==> run_1/registers.png <==
Other sequential cells in the stronger gray, the rest of the logic in the fainter gray.
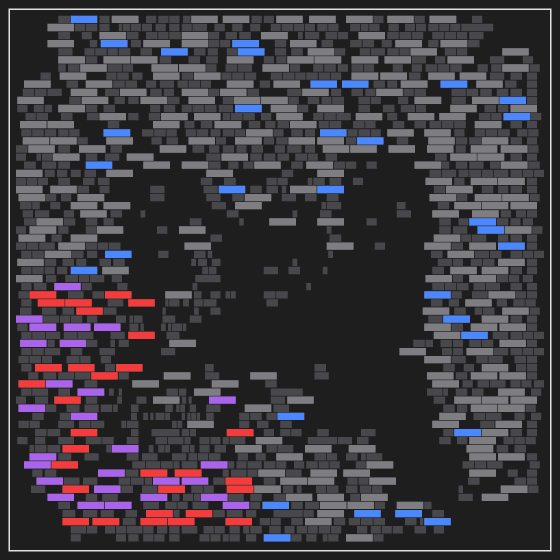
==> run_1/gate_families.png <==
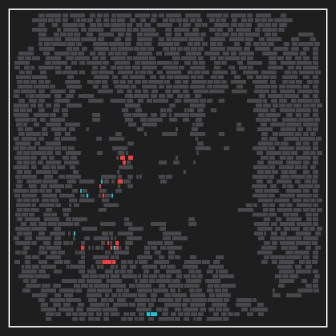
==> run_1/pdn.png <==
Pins as bars on the die edge.
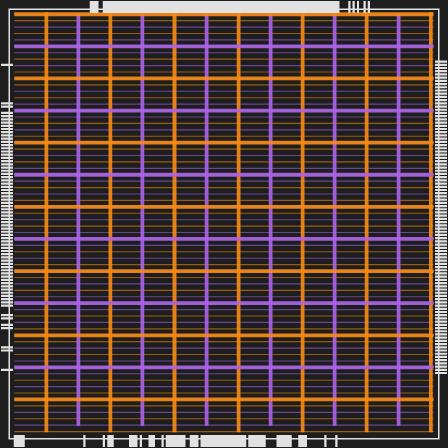
==> run_1/final_clocks.png <==
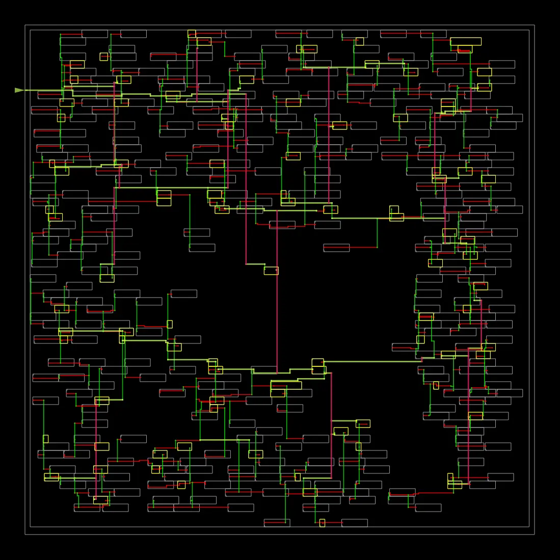
**config.mk**
```make
export PLATFORM = sky130hd
export DESIGN_NAME = icache_fill_ctrl
export DESIGN_NICKNAME = d
export VERILOG_FILES = /design/src/rtl/icache_pkg.sv /design/src/rtl/icache_line_buf.sv /design/src/rtl/icache_fill_ctrl.sv
export SDC_FILE = /design/constraint.sdc
export NUM_CORES = 1
export LEC_CHECK = 0
export CAP_MARGIN = 20
export CORE_MARGIN = 1.5
export CORE_UTILIZATION = 40
export CTS_BUF_LIST = sky130_fd_sc_hd__clkbuf_4 sky130_fd_sc_hd__clkbuf_8
export CTS_CLUSTER_SIZE = 20
export DETAILED_ROUTE_END_ITERATION = 8
export GPL_TIMING_DRIVEN = 0
export PLACE_DENSITY = 0.83
export SLEW_MARGIN = 5
export SYNTH_ARGS = -nofsm -noshare
export SYNTH_HDL_FRONTEND = slang
export SYNTH_HIERARCHICAL = 1
export SYNTH_SLANG_ARGS = --single-unit
```
**constraint.sdc**
```tcl
create_clock -name CLK -period 9.34 [get_ports CLK]
set_input_delay 1.868 -clock CLK [delete_from_list [all_inputs] [get_ports CLK]]
set_output_delay 1.868 -clock CLK [all_outputs]
set_load 0.005 [all_outputs]
```
**src/rtl/icache_pkg.sv**
```systemverilog
// Shared definitions for the instruction-cache line-fill path.
// Line geometry and field positions are common to the cache and its fill controller.
package icache_pkg;

    localparam int ADDR_WIDTH = 32;
    localparam int WORD_WIDTH = 32;
    localparam int LINE_WORDS = 8;
    localparam int WORD_OFF_W = 3;

    // Byte address = {line address, word offset, byte offset}
    localparam int LINE_HI = 31;
    localparam int LINE_LO = 5;
    localparam int WORD_HI = 4;
    localparam int WORD_LO = 2;
    localparam int LINE_W  = LINE_HI - LINE_LO + 1;

    localparam logic [WORD_OFF_W-1:0] LAST_WORD = WORD_OFF_W'(LINE_WORDS - 1);

    localparam logic [WORD_WIDTH-1:0] NOP_INSTR = 32'h0000_0013;

    typedef enum logic [1:0] {
        IDLE  = 2'd0,
        FETCH = 2'd1,
        WRITE = 2'd2
    } fill_state_t;

    function automatic logic [ADDR_WIDTH-1:0] word_addr(
        input logic [LINE_W-1:0]     line,
        input logic [WORD_OFF_W-1:0] idx
    );
        return {line, idx, 2'b00};
    endfunction

endpackage

```
**src/rtl/icache_line_buf.sv**
```systemverilog
// Eight-word line buffer written one word at a time during a fill.
// Contents persist until overwritten by the next fill.
module icache_line_buf
    import icache_pkg::*;
(
    input  logic                  CLK,
    input  logic                  RST,
    input  logic                  i_we,
    input  logic [WORD_OFF_W-1:0] i_idx,
    input  logic [WORD_WIDTH-1:0] i_data,
    output logic [WORD_WIDTH-1:0] o_w0,
    output logic [WORD_WIDTH-1:0] o_w1,
    output logic [WORD_WIDTH-1:0] o_w2,
    output logic [WORD_WIDTH-1:0] o_w3,
    output logic [WORD_WIDTH-1:0] o_w4,
    output logic [WORD_WIDTH-1:0] o_w5,
    output logic [WORD_WIDTH-1:0] o_w6,
    output logic [WORD_WIDTH-1:0] o_w7
);

    logic [WORD_WIDTH-1:0] r_w [LINE_WORDS];

    always_ff @(posedge CLK or posedge RST) begin
        if (RST) begin
            for (int i = 0; i < LINE_WORDS; i++) begin
                r_w[i] <= '0;
            end
        end else if (i_we) begin
            r_w[i_idx] <= i_data;
        end
    end

    assign o_w0 = r_w[0];
    assign o_w1 = r_w[1];
    assign o_w2 = r_w[2];
    assign o_w3 = r_w[3];
    assign o_w4 = r_w[4];
    assign o_w5 = r_w[5];
    assign o_w6 = r_w[6];
    assign o_w7 = r_w[7];

endmodule

```
**src/rtl/icache_fill_ctrl.sv**
```systemverilog
// I-cache line-fill controller: stalls fetch, reads an 8-word line, strobes update.
// Optional perf counters (miss_count, fill_cycles) enabled by ICACHE_FILL_PERF_EN.
module icache_fill_ctrl
    import icache_pkg::*;
(
    input  logic                  CLK,
    input  logic                  RST,
    input  logic [ADDR_WIDTH-1:0] PC,
    input  logic                  miss,
    output logic                  mem_req,
    output logic [ADDR_WIDTH-1:0] mem_addr,
    input  logic                  mem_ack,
    input  logic [WORD_WIDTH-1:0] mem_rdata,
    input  logic                  mem_err,
    output logic [WORD_WIDTH-1:0] w0,
    output logic [WORD_WIDTH-1:0] w1,
    output logic [WORD_WIDTH-1:0] w2,
    output logic [WORD_WIDTH-1:0] w3,
    output logic [WORD_WIDTH-1:0] w4,
    output logic [WORD_WIDTH-1:0] w5,
    output logic [WORD_WIDTH-1:0] w6,
    output logic [WORD_WIDTH-1:0] w7,
    output logic                  update,
    output logic                  stall,
    output logic                  fill_err
`ifdef ICACHE_FILL_PERF_EN
    ,
    output logic [31:0]           miss_count,
    output logic [31:0]           fill_cycles
`endif
);

    fill_state_t           r_state;
    logic [WORD_OFF_W-1:0] r_cnt;
    logic [LINE_W-1:0]     r_line_base;
    logic                  r_mem_req;
    logic [ADDR_WIDTH-1:0] r_mem_addr;
    logic                  r_update;
    logic                  r_fill_err;

    logic                  w_start;
    logic                  w_xfer;
    logic                  w_we;
    logic [WORD_OFF_W-1:0] w_cnt_nxt;
    logic                  w_unused_pc;

    assign w_start     = (r_state == IDLE) && miss;
    assign w_xfer      = (r_state == FETCH) && r_mem_req && mem_ack;
    assign w_we        = w_xfer && !mem_err;
    assign w_cnt_nxt   = r_cnt + 3'd1;
    assign w_unused_pc = ^PC[LINE_LO-1:0];

    always_ff @(posedge CLK or posedge RST) begin
        if (RST) begin
            r_state     <= IDLE;
            r_cnt       <= '0;
            r_line_base <= '0;
            r_mem_req   <= 1'b0;
            r_mem_addr  <= '0;
            r_update    <= 1'b0;
            r_fill_err  <= 1'b0;
        end else begin
            r_update   <= 1'b0;
            r_fill_err <= 1'b0;
            unique case (r_state)
                IDLE: begin
                    if (miss) begin
                        r_line_base <= PC[LINE_HI:LINE_LO];
                        r_cnt       <= '0;
                        r_mem_req   <= 1'b1;
                        r_mem_addr  <= word_addr(PC[LINE_HI:LINE_LO], '0);
                        r_state     <= FETCH;
                    end
                end
                FETCH: begin
                    if (w_xfer) begin
                        if (mem_err) begin
                            // Abort: discard the word, no update
                            r_mem_req  <= 1'b0;
                            r_fill_err <= 1'b1;
                            r_state    <= IDLE;
                        end else begin
                            r_cnt <= w_cnt_nxt;
                            if (r_cnt == LAST_WORD) begin
                                r_mem_req <= 1'b0;
                                r_update  <= 1'b1;
                                r_state   <= WRITE;
                            end else begin
                                r_mem_addr <= word_addr(r_line_base, w_cnt_nxt);
                            end
                        end
                    end
                end
                WRITE: begin
                    r_state <= IDLE;
                end
                default: begin
                    r_mem_req <= 1'b0;
                    r_state   <= IDLE;
                end
            endcase
        end
    end

    assign mem_req  = r_mem_req;
    assign mem_addr = r_mem_addr;
    assign update   = r_update;
    assign fill_err = r_fill_err;
    assign stall    = (r_state != IDLE) || (miss && !RST);

    icache_line_buf u_line_buf (
        .CLK    (CLK),
        .RST    (RST),
        .i_we   (w_we),
        .i_idx  (r_cnt),
        .i_data (mem_rdata),
        .o_w0   (w0),
        .o_w1   (w1),
        .o_w2   (w2),
        .o_w3   (w3),
        .o_w4   (w4),
        .o_w5   (w5),
        .o_w6   (w6),
        .o_w7   (w7)
    );

`ifdef ICACHE_FILL_PERF_EN
    logic [31:0] r_miss_count;
    logic [31:0] r_fill_cycles;

    always_ff @(posedge CLK or posedge RST) begin
        if (RST) begin
            r_miss_count  <= '0;
            r_fill_cycles <= '0;
        end else begin
            if (w_start && (r_miss_count != 32'hFFFF_FFFF)) begin
                r_miss_count <= r_miss_count + 32'd1;
            end
            if (stall && (r_fill_cycles != 32'hFFFF_FFFF)) begin
                r_fill_cycles <= r_fill_cycles + 32'd1;
            end
        end
    end

    assign miss_count  = r_miss_count;
    assign fill_cycles = r_fill_cycles;
`endif

endmodule
```
==> impl_metrics.tcl, run 1 <==
# place-and-route summary
set metrics [dict create \
    grt_util_met3 0.05422 \
    clkPwrFrac 0.215 \
    ys_seq_share 0.6316 \
    worst_hold_path.endpoint "u_line_buf/o_w0[25]$_DFFE_PP0P_" \
    nonClkBufAreaFrac 0.2203 \
    clk_pin_slew_ns 0.06 \
    fmax_ghz 0.1757 \
    critPathArrivalTime_ns 3.82 \
    fp_util 0.4051 \
    diodes 0 \
    synth_top_flop_cell "dfrtp_1" \
    yosys_area_um2 12720 \
    slew_headroom 0.4601 \
    max_slew.worst_pin.slew_ns 0.8098 \
    io_pins 361 \
    num_rows 65 \
    r2r_end "u_line_buf/o_w0[15]$_DFFE_PP0P_" \
    finalSetupViolCount 0 \
    lay_top_count "clkdlybuf4s50_1" \
    fin_cells 1614 \
    area_share_clock_buf_inv 0.06508 \
    cts_buffer_depth 3 \
    rsz0062_at_grt "no" \
    wl_met2_um 16590 \
    die-width_um 181.3 \
    syn_to_final_growth_pct 41.49 \
    p_seq_frac 0.381 \
    drt_iter0_markers 326 \
    final_cell_area_um2 17990 \
    vias 8080 \
    met3_length_um 2096 \
    grt_antenna_before_repair 0 \
    drc 0 \
    top_usage_layer "met2" \
    hold_depth 1 \
    r2r_start "r_state[0]$_DFFE_PP0P_" \
    core-area_um2 31390 \
    start_kind "input pin" \
    comb.multi_input.count 382 \
    syn_inst 759 \
    final_cell_mix "clkdlybuf4s50_1 (353), dfrtp_1 (321), mux2_2 (261)" \
    drtAntennaViolNets 0 \
    netlist.area_leader.share 0.6316 \
    post_cts_buffers 0 \
    dpl.hpwl_um 22310 \
    cpMostUsedCell "clkdlybuf4s50_1" \
    grt_first_pass_wirelength_um 51230 \
    top_cell "dfrtp_1" \
    combinationalPower_uw 2490 \
    ys_sh_xor 0 \
    run_status "finished clean" \
    final_core_util 0.5732 \
    cts_tree "built" \
    drv_cap 0 \
    synthArstFlopShare 1.000 \
    critPathCaptureType "output port" \
    wl_met1_um 13610 \
    well_tap_count 402 \
    cp_data_required_time_ns 7.47 \
    critPathLaunch "RST" \
    cts_buffers 53 \
    dieArea_um2 32880 \
    mi_logic_area_um2 4284 \
    postCtsResizedCells 0 \
    crit_family "buffers and inverters" \
    synth_area_um2 12720 \
    grt_max_degree 125 \
    hp-class "reg2reg" \
    overflow 0 \
    grt_pass1_vias 8696 \
    die_h_um 181.3 \
    worstPathMaxFanout 66 \
    top_power_group "combinational cells" \
    cp.depth 4 \
    hold_viol_final 0 \
    r2r_slack_ns 6.49 \
    crit_path_top_delay_cell "inv_4" \
    tns_ns 0 \
    vias_per_cell 5.006 \
    design_power_total_uw 6158 \
    nFillCells 2467 \
    simple_gate_share 0.01653 \
    yosys.area.top_type "dfrtp_1" \
    routed_wl_um 33190 \
    fin_nets 1241 \
    fin_ws_ns 3.650 \
    synth-edff-count 0 \
    net-switching-power_uw 1758 \
    sh_comb_area 0.2381 \
    synthAoiAreaFrac 0.06178 \
    place.gp.congestion 0.7522 \
    fin_skew_ns 0.02851 \
    largest_cell_class "sequential cells" \
    p_per_area_nw_per_um2 342.2 \
    crit_buf_inv 3 \
    synthTopLogicFamily "multiplexers" \
    clock-root-buffer "clkbuf_8" \
    fin_hold_ws_ns 0.4827 \
    met2_usage 0.3418 \
    critPathCapture "stall" \
    finalClockPeriodUsage 0.6092 \
    slew_viol_final 0 \
    pre_cts_ws_ns 3.596 \
    critPathKind "in2out" \
    n_all_inverters 8 \
    syn_area_per_cell_um2 16.76 \
    cp_cell_sequence "clkdlybuf4s50_1, inv_4, a211o_1, clkdlybuf4s50_1" \
    cts_hold_buf 0 \
    drive_gt1_frac 0.3903 \
    drt_first_pass_iters 4 \
]
-- registers.png (at the start) --
[red] mem_addr | placed flops: 30
[blue] u_line_buf/o_w6 | placed flops: 32 | where: widely spread
[purple] r_line_base | placed flops: 27 | where: lower left
not colored: 232

-- gate_families.png (at the start) --
[cyan] inverters | cells: 8 | most used: inv_1
[red] NAND gates | cells: 13 | most used: nand2_1

-- pdn.png (at the start) --
[orange] VSS
[purple] VDD
rows: 65
met4 straps: 13
signal pins: 361
met5 straps: 13
met1 rails: 66

-- final_clocks.png (at the start) --
flop count: 321
insertion delay to the later sink of the worst-skew pair: 0.58 ns
power in the clock group: 1320 uW
CTS Sinks: 321

-- run 1: logic make-up (layout without fill, tap and decap cells) --
| group | after synthesis | after routing |
|---|---|---|
| adders and majority gates | 2 | 2 |
| muxes | 286 | 286 |
| other | 1 | 2 |
| DFF | 321 | 321 |
| AOI/OAI and AO/OA | 64 | 64 |
| buffers and inverters | 57 | 509 |
| and+or+nand+nor | 28 | 28 |
-- run 1: flip-flops by register name, summed over array words and instances, names as in the netlist --
register         cells
u_line_buf/o_w0     32
u_line_buf/o_w1     32
u_line_buf/o_w2     32
u_line_buf/o_w3     32
u_line_buf/o_w4     32
u_line_buf/o_w5     32
u_line_buf/o_w6     32
u_line_buf/o_w7     32
mem_addr            30
r_line_base         27
r_cnt                3
r_state              2
fill_err             1
mem_req              1
update               1
==> inputs of run 2 (changes only) <==
--- a/config.mk
+++ b/config.mk
@@ -12,7 +12,7 @@
 export CTS_CLUSTER_SIZE = 20
 export DETAILED_ROUTE_END_ITERATION = 8
 export GPL_TIMING_DRIVEN = 0
-export PLACE_DENSITY = 0.83
+export PLACE_DENSITY = 0.8
 export SLEW_MARGIN = 5
 export SYNTH_ARGS = -nofsm -noshare
 export SYNTH_HDL_FRONTEND = slang
==> constraint.sdc (replaced) <==
create_clock -name CLK -period 5.9 [get_ports CLK]
set_input_delay 1.18 -clock CLK [delete_from_list [all_inputs] [get_ports CLK]]
set_output_delay 1.18 -clock CLK [all_outputs]
set_load 0.005 [all_outputs]
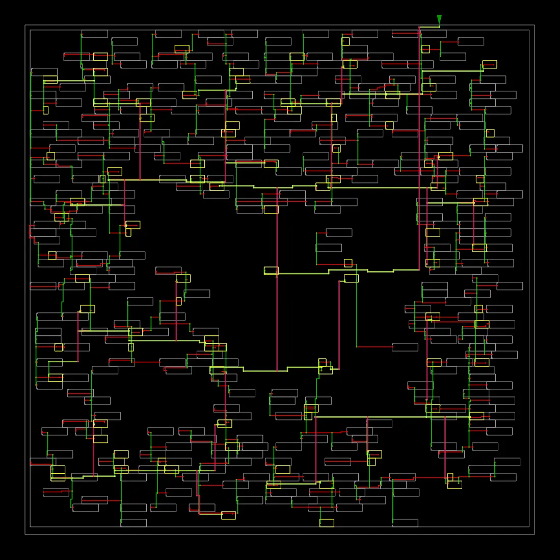
(run_2/final_clocks.png)
power in the clock group: 2030 uW
Clock Skew: 0.01023 ns
total CTS buffers: 53

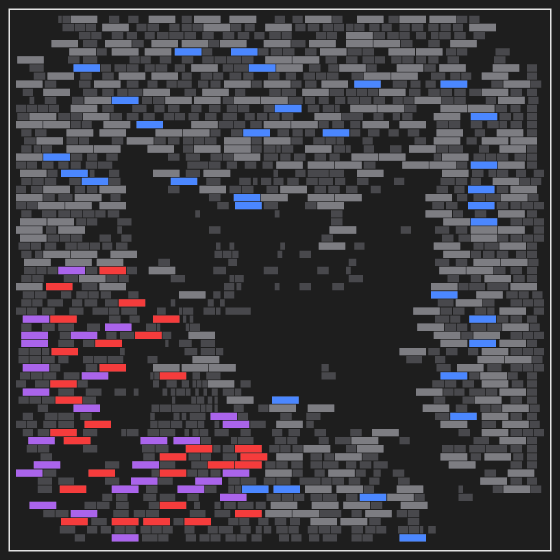
(run_2/registers.png)
Other sequential cells in the stronger gray, the rest of the logic in the fainter gray.
[blue] u_line_buf/o_w6 | placed flops: 32 | where: widely spread
[purple] r_line_base | placed flops: 27 | where: lower left
[red] mem_addr | placed flops: 30 | where: lower left

==> impl_metrics.tcl, run 2 <==
# place-and-route summary
set metrics [dict create \
    diodes 0 \
    num_rows 65 \
    synth_area_um2 12720 \
    r2r_end "u_line_buf/o_w0[23]$_DFFE_PP0P_" \
    ys_seq_share 0.6316 \
    wl_met1_um 13440 \
    grt_util_met3 0.05946 \
    cp_data_required_time_ns 4.72 \
    dpl.hpwl_um 23010 \
    critPathKind "in2out" \
    worst_hold_path.endpoint "u_line_buf/o_w4[31]$_DFFE_PP0P_" \
    max_slew.worst_pin.slew_ns 0.8331 \
    dieArea_um2 32880 \
    p_seq_frac 0.383 \
    fin_cells 1617 \
    cpMostUsedCell "clkdlybuf4s50_1" \
    syn_to_final_growth_pct 41.88 \
    synthArstFlopShare 1.000 \
    clock-root-buffer "clkbuf_8" \
    fmax_ghz 0.2340 \
    grt_pass1_vias 8834 \
    lay_top_count "clkdlybuf4s50_1" \
    grt_max_degree 67 \
    die-width_um 181.3 \
    post_cts_buffers 0 \
    drt_iter0_markers 267 \
    ys_sh_xor 0 \
    die_h_um 181.3 \
    netlist.area_leader.share 0.6316 \
    drc 0 \
    synthTopLogicFamily "multiplexers" \
    hold_viol_final 0 \
    routed_wl_um 33220 \
    synth_top_flop_cell "dfrtp_1" \
    top_usage_layer "met2" \
    run_status "finished clean" \
    fin_nets 1246 \
    hold_depth 1 \
    critPathLaunch "RST" \
    r2r_start "r_state[0]$_DFFE_PP0P_" \
    critPathArrivalTime_ns 3.09 \
    nFillCells 2475 \
    start_kind "input pin" \
    yosys_area_um2 12720 \
    cts_buffer_depth 3 \
    mi_logic_area_um2 4284 \
    area_share_clock_buf_inv 0.06317 \
    p_per_area_nw_per_um2 537.2 \
    n_all_inverters 8 \
    synth-edff-count 0 \
    met3_length_um 2303 \
    crit_path_top_delay_cell "inv_4" \
    fp_util 0.4051 \
    drive_gt1_frac 0.3918 \
    wl_met2_um 16260 \
    syn_inst 759 \
    clkPwrFrac 0.209 \
    cts_hold_buf 0 \
    finalClockPeriodUsage 0.7242 \
    nonClkBufAreaFrac 0.2244 \
    final_cell_mix "clkdlybuf4s50_1 (353), dfrtp_1 (321), mux2_2 (261)" \
    slew_viol_final 0 \
    top_power_group "combinational cells" \
    combinationalPower_uw 3950 \
    io_pins 361 \
    drv_cap 0 \
    comb.multi_input.count 382 \
]
-- run 2: cell count changes in the layout (fill, tap and decap cells not counted), sizes merged --
cell / before / now
buf: 51 / 56
bufinv: 2 / 0
clkinvlp: 0 / 4
clkinv: 12 / 7
clkbuf: 81 / 85
inv: 10 / 7
-- run 2: per-stage QoR --
stage                     total power (uW)  area (um2)  worst slack [ns]  utilization
final                                 9694       18040             1.627       0.5748
after global routing                 10240       18040             1.457       0.5748
after CTS                             9809       18040             1.559       0.5748
after detailed placement              7728       16910             1.569       0.5385
after global placement                7574       16760           -0.5330       0.5340
after floorplan                       5402       12730             1.348            -
-- run 2: worst max-delay path, delay by kind of cell --
family | cells | cell delay (ns)
buf+inv | 3 | 1.65
compound gates | 1 | 0.24
Power and IR drop assume default switching activity.
